**src/rtl/pe_pkg.sv**
```systemverilog
`default_nettype none
// ============================================================================
// Module      : pe_pkg
// Description : Shared defaults and FSM state type for the MAC processing element.
// Revision    : 1.0 - initial release
// ============================================================================
package pe_pkg;

    localparam int c_pe_n     = 16;
    localparam int c_pe_acc_w = 40;
    localparam int c_pe_k_w   = 8;

    typedef enum logic [1:0] {
        IDLE  = 2'd0,
        ACCUM = 2'd1,
        FLUSH = 2'd2,
        DRAIN = 2'd3
    } pe_state_t;

endpackage
`default_nettype wire

```
**src/rtl/booth_r4_comb.sv**
```systemverilog
`default_nettype none
// ============================================================================
// Module      : booth_r4_comb
// Description : Combinational radix-4 Booth multiplier, N/2 partial products.
// Revision    : 1.0 - initial release
// ============================================================================
module booth_r4_comb
    import pe_pkg::*;
#(
    parameter int N = c_pe_n
) (
    input  logic signed [N-1:0]   i_a,
    input  logic signed [N-1:0]   i_b,
    output logic signed [2*N-1:0] o_p
);

    localparam int c_npp = N / 2;

    logic        [N:0]     w_bx;
    logic signed [2*N-1:0] w_a_ext;
    logic        [2*N-1:0] w_pp [c_npp];
    logic        [2*N-1:0] w_sum;

    assign w_bx    = {i_b, 1'b0};
    assign w_a_ext = (2*N)'(i_a);

    // Each recoded digit in {-2..+2} selects a multiple of a, weighted by 4^i.
    for (genvar gi = 0; gi < c_npp; gi++) begin : g_pp
        logic        [2:0]     w_grp;
        logic signed [2*N-1:0] w_mag;

        assign w_grp = w_bx[2*gi+2 -: 3];

        always_comb begin
            case (w_grp)
                3'b001, 3'b010: w_mag = w_a_ext;
                3'b011:         w_mag = w_a_ext <<< 1;
                3'b100:         w_mag = -(w_a_ext <<< 1);
                3'b101, 3'b110: w_mag = -w_a_ext;
                default:        w_mag = '0;
            endcase
        end

        assign w_pp[gi] = w_mag << (2*gi);
    end

    always_comb begin
        w_sum = '0;
        for (int i = 0; i < c_npp; i++) begin
            w_sum = w_sum + w_pp[i];
        end
    end

    assign o_p = w_sum;

endmodule
`default_nettype wire

```
**src/rtl/pe_mac_accumulator.sv**
```systemverilog
`default_nettype none
// ============================================================================
// Module      : pe_mac_accumulator
// Description : Output-stationary systolic PE: forwards operands, accumulates
//               Booth products into a dot product, drains via valid/ready.
// Revision    : 1.0 - initial release
// ============================================================================
module pe_mac_accumulator
    import pe_pkg::*;
#(
    parameter int N     = c_pe_n,
    parameter int ACC_W = c_pe_acc_w,
    parameter int K_W   = c_pe_k_w
) (
    input  logic                    clk,
    input  logic                    rst,
    input  logic signed [N-1:0]     a_in,
    input  logic signed [N-1:0]     b_in,
    input  logic                    in_valid,
    input  logic        [K_W-1:0]   k_len,
    output logic signed [N-1:0]     a_out,
    output logic signed [N-1:0]     b_out,
    output logic                    valid_out,
    output logic signed [ACC_W-1:0] result,
    output logic                    result_valid,
    input  logic                    result_ready,
    output logic                    ovf,
    output logic                    busy,
    output logic                    drop_err
);

    pe_state_t r_state;
    pe_state_t w_state_nxt;

    logic signed [N-1:0]     r_a_out;
    logic signed [N-1:0]     r_b_out;
    logic                    r_valid_out;
    logic        [K_W-1:0]   r_k;
    logic        [K_W-1:0]   r_cnt;
    logic signed [2*N-1:0]   w_prod;
    logic signed [2*N-1:0]   r_prod;
    logic                    r_prod_vld;
    logic signed [ACC_W-1:0] r_acc;
    logic signed [ACC_W-1:0] w_prod_ext;
    logic signed [ACC_W-1:0] w_sum;
    logic                    w_ovf_add;
    logic                    r_ovf;
    logic                    r_drop_err;
    logic                    w_accept;
    logic                    w_first;
    logic                    w_drop;
    logic                    w_clear;

    booth_r4_comb #(.N(N)) u_booth (
        .i_a (a_in),
        .i_b (b_in),
        .o_p (w_prod)
    );

    assign w_prod_ext = ACC_W'(r_prod);
    assign w_sum      = r_acc + w_prod_ext;
    assign w_ovf_add  = (r_acc[ACC_W-1] == w_prod_ext[ACC_W-1]) &&
                        (w_sum[ACC_W-1] != r_acc[ACC_W-1]);

    always_ff @(posedge clk) begin
        if (!rst) begin
            r_state <= IDLE;
        end else begin
            r_state <= w_state_nxt;
        end
    end

    always_comb begin
        w_state_nxt = r_state;
        w_accept    = 1'b0;
        w_first     = 1'b0;
        w_drop      = 1'b0;
        w_clear     = 1'b0;
        case (r_state)
            IDLE: begin
                if (in_valid) begin
                    if (k_len != '0) begin
                        w_accept    = 1'b1;
                        w_first     = 1'b1;
                        w_state_nxt = (k_len == K_W'(1)) ? FLUSH : ACCUM;
                    end else begin
                        w_drop = 1'b1;
                    end
                end
            end
            ACCUM: begin
                if (in_valid) begin
                    w_accept = 1'b1;
                    if (r_cnt + K_W'(1) == r_k) begin
                        w_state_nxt = FLUSH;
                    end
                end
            end
            FLUSH: begin
                w_drop = in_valid;
                // The last product is in the stage-1 register until it is added.
                if (!r_prod_vld) begin
                    w_state_nxt = DRAIN;
                end
            end
            DRAIN: begin
                w_drop = in_valid;
                if (result_ready) begin
                    w_clear     = 1'b1;
                    w_state_nxt = IDLE;
                end
            end
            default: w_state_nxt = IDLE;
        endcase
    end

    always_ff @(posedge clk) begin
        if (!rst) begin
            r_a_out     <= '0;
            r_b_out     <= '0;
            r_valid_out <= 1'b0;
            r_k         <= '0;
            r_cnt       <= '0;
            r_prod      <= '0;
            r_prod_vld  <= 1'b0;
            r_acc       <= '0;
            r_ovf       <= 1'b0;
            r_drop_err  <= 1'b0;
        end else begin
            r_a_out     <= a_in;
            r_b_out     <= b_in;
            r_valid_out <= in_valid;
            r_prod_vld  <= w_accept;
            if (w_accept) begin
                r_prod <= w_prod;
            end
            if (w_first) begin
                r_k <= k_len;
            end
            if (w_clear) begin
                r_cnt <= '0;
            end else if (w_first) begin
                r_cnt <= K_W'(1);
            end else if (w_accept) begin
                r_cnt <= r_cnt + K_W'(1);
            end
            if (w_clear) begin
                r_acc <= '0;
                r_ovf <= 1'b0;
            end else if (r_prod_vld) begin
                r_acc <= w_sum;
                if (w_ovf_add) begin
                    r_ovf <= 1'b1;
                end
            end
            if (w_drop) begin
                r_drop_err <= 1'b1;
            end
        end
    end

    assign a_out        = r_a_out;
    assign b_out        = r_b_out;
    assign valid_out    = r_valid_out;
    assign result       = r_acc;
    assign result_valid = (r_state == DRAIN);
    assign ovf          = r_ovf;
    assign busy         = (r_state != IDLE);
    assign drop_err     = r_drop_err;

endmodule
`default_nettype wire
```
**config.mk**
```make
export PLATFORM = sky130hd
export DESIGN_NAME = pe_mac_accumulator
export DESIGN_NICKNAME = d
export VERILOG_FILES = /design/src/rtl/pe_pkg.sv /design/src/rtl/booth_r4_comb.sv /design/src/rtl/pe_mac_accumulator.sv
export SDC_FILE = /design/constraint.sdc
export NUM_CORES = 1
export LEC_CHECK = 0
export CORE_MARGIN = 4
export CORE_UTILIZATION = 30
export CTS_CLUSTER_SIZE = 16
export DETAILED_ROUTE_END_ITERATION = 10
export PLACE_DENSITY = 0.52
export SETUP_SLACK_MARGIN = 0.2
export SYNTH_ARGS = -nofsm -noshare
export SYNTH_HDL_FRONTEND = slang
export SYNTH_HIERARCHICAL = 1
export SYNTH_SLANG_ARGS = --single-unit
```
**constraint.sdc**
```tcl
create_clock -name clk -period 7.7 [get_ports clk]
set_input_delay 1.54 -clock clk [delete_from_list [all_inputs] [get_ports clk]]
set_output_delay 1.54 -clock clk [all_outputs]
set_load 0.02 [all_outputs]
```
==> impl_metrics.json <==
{
  "outcome": "complete, no violations",
  "r2r_start": "result[0]",
  "tns_ns": 0,
  "routabilityCongestion": 1.010,
  "top_layout_cell": "buf_4",
  "clk-insertion-delay-late_ns": 0.47,
  "fp.dieH_um": 251.2,
  "rr_worst_depth": 11,
  "dr_wl_met3_mm": 4.549,
  "syn_area_per_cell_sq_um": 7.564,
  "synth_nets": 2615,
  "setup.worst_path.end_class": "flip-flop",
  "antenna_violations_before_repair": 1,
  "die_w_um": 251.2,
  "largest_register_ff_count": 40,
  "internal-power_uw": 4625,
  "port-buffer-count": 120,
  "post_cts_hold_buffers": 0,
  "grt_met2_use": 0.3812,
  "worstHoldPathType": "reg -> reg",
  "largest_cell_class": "logic gates",
  "grt_pass1_vias": 18475,
  "nonClkBufAreaFrac": 0.1726,
  "netlist_top_cells_count": "nand2_1 (293), a21oi_1 (221), nor2_1 (180)",
  "top_cells_excl_fill_tap": "buf_4 (336), nand2_1 (291), a21oi_1 (202)",
  "layout_min_cycle_time_ns": 7.342,
  "area_delta_synth_final_pct": 31.18,
  "cts_num_sinks": 126,
  "yosysCellCount": 2345,
  "met2_wirelength_mm": 34.78,
  "grt_first_pass_wirelength_mm": 115.3,
  "layoutNonFillerInstCount": 3434,
  "num-nets-final": 2926,
  "pwrdens_nw_per_um2": 373.2,
  "post_drt_via_cell_ratio": 5.475,
  "nNonClkBuffers": 479,
  "multiInputGateArea_sq_um": 14510,
  "hold_viol": 0,
  "worst_setup_path_startpoint": "a_in[1]",
  "regToRegEndpoint": "result[36]",
  "holdPathStages": 2,
  "ios": 121,
  "numSynthFlops": 126,
  "clock_power_share": 0.095,
  "clk_root_buffer_cell": "clkbuf_16",
  "final_worst_path_cycle_share": 0.9535,
  "max_rail_drop_vdd_uv": 316.5,
  "inverters": 175,
  "synth_largest_type_area_fraction": 0.1490,
  "tritoncts": "done",
  "cts_buffer_depth": 2,
  "post-cts-setup-buffers": 1,
  "hold_path_startpoint": "r_prod[3]",
  "dp_slack_ns": -0.8001,
  "busiest_layer": "met2",
  "critPathMaxStageDelay_ns": 0.54,
  "simple_gate_share": 0.1693,
  "area.share.combinational": 0.6236,
  "ys_sh_xor": 0.06398,
  "taps": 765,
  "post-layout-total-power_uw": 8684,
  "yosys-dominant-comb-family": "AND-OR/OR-AND gates",
  "crit_path_max_delay_family": "adder cells",
  "worst-slew-pin-transition_ns": 0.7669,
  "routed.top_layer": "met4",
  "yosysWarningCount": 6,
  "p_sw_frac": 0.4674,
  "ctsHtreeMaxLevel": 4,
  "crit_type": "in -> reg",
  "power.share.combinational": 0.808,
  "grt_setup_unrepaired": "no",
  "dr.pass1.iters": 5,
  "synth.area.top_cells": "fa_1 (15%), dfxtp_1 (14%), ha_1 (6.6%)",
  "static-leakage-power_uw": 0.01038,
  "worst-endpoint-arrival_ns": 7.73,
  "min_delay_worst_endpoint": "r_prod[3]",
  "detailedPlacementHpwl_mm": 61.45,
  "drt.antenna.violating_nets": 0,
  "placedInstanceArea_sq_um": 22060,
  "netlist-cell-type-count": 89,
  "power_combinational_uw": 7020,
  "dr.first_iter.drc_count": 1464,
  "number_of_fill_cells": 6007,
  "clock_buffer_count": 18,
  "ff_latch_area_sq_um": 2524,
  "antenna-diode-count": 0,
  "cp_max_fo": 6,
  "ys_seq_share": 0.1422,
  "final_layout_size_suffix_gt1_frac": 0.2113,
  "yosysChipArea_sq_um": 17740,
  "yosys.area_share.adder": 0.2153,
  "timing.critical_path.to": "r_prod[24]",
  "cp_data_required_time_ns": 8.09,
  "worst_path_most_repeated_cell": "fa_1",
  "synth-edff-count": 0,
  "finalWorstSetupSlack_ns": 0.3582,
  "met1Wirelength_mm": 33.92,
  "timing.fmax_mhz": 136.2,
  "overflow": 0,
  "sequentialPower_uw": 841,
  "final.hold.worst_slack_ns": 0.4581
}
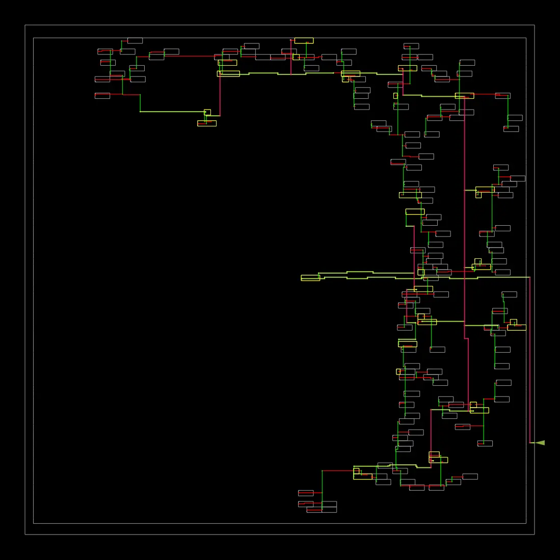
final_clocks.png
number of buffers created by CTS: 17
sequential cell count of the final layout: 126
clock skew after layout: 0.01650 ns

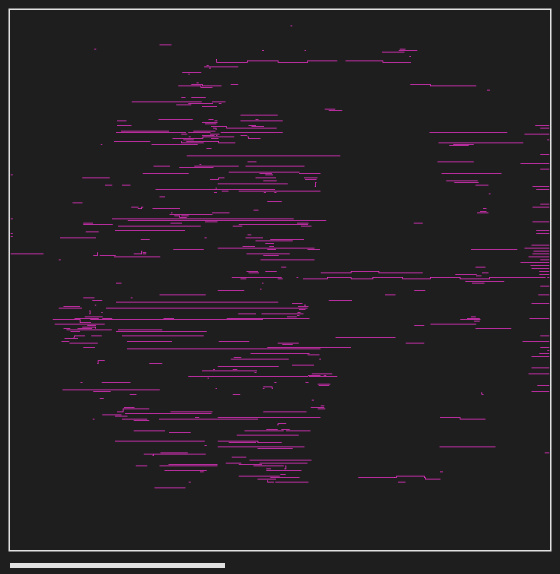
met3.png
The bar under the picture is 100 um long.
nets with wire on the layer: 265
wire length on this layer: 4550 um
main direction: horizontal
longest straight run: 93.4 um
post-detailed-routing wire length: 76.74 mm
Via Count: 18801
GRT met3 Usage: 0.03414

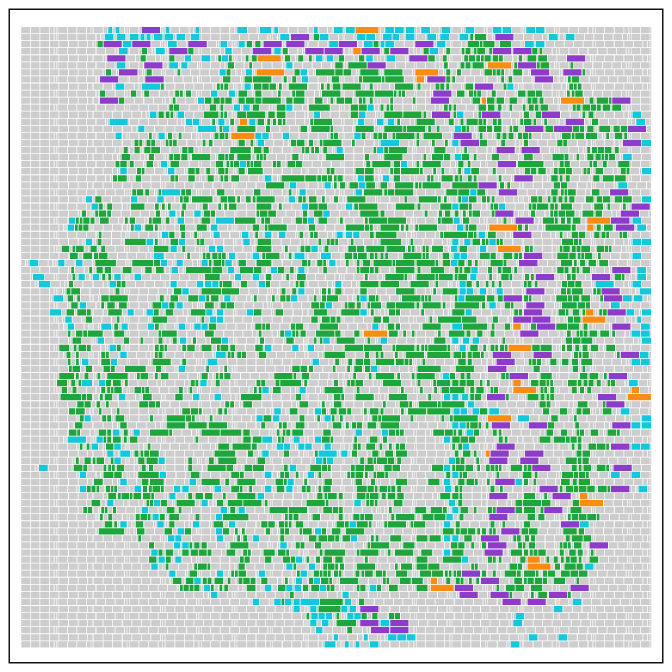
cell_classes.png
Fill, decap, tap and diode cells in grey.
| colour | class | cells | share of their area |
|---|---|---|---|
| green | all other logic | 2032 | 68% |
| orange | clock drivers and dummy loads | 32 | 2.7% |
| cyan | other buffers and delay cells | 479 | 18% |
| purple | flops | 126 | 11% |
Cell Rows: 88
final standard cell area without fillers: 23270 sq um
proportion of cell area occupied by registers: 0.1085
utilization after layout: 0.4002
Core Region: 58140 sq um

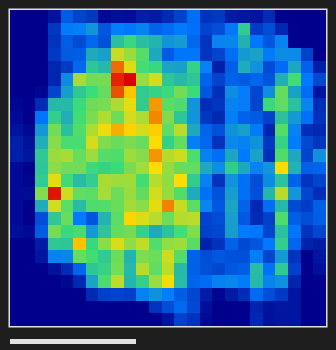
wire_density.png
The bar under the picture is 100 um long. The die is cut into 25 by 25 equal tiles; dark blue is low, red is high, scaled to the fullest tile. Values are wire area over tile area, all layers added.
densest ninth of the die: middle
tiles over half the peak: 24%
fullest tile: 0.67
WL per Instance: 22.35 um
GRT Overall Usage: 0.2368

Power is estimated from default activity; no workload was simulated.
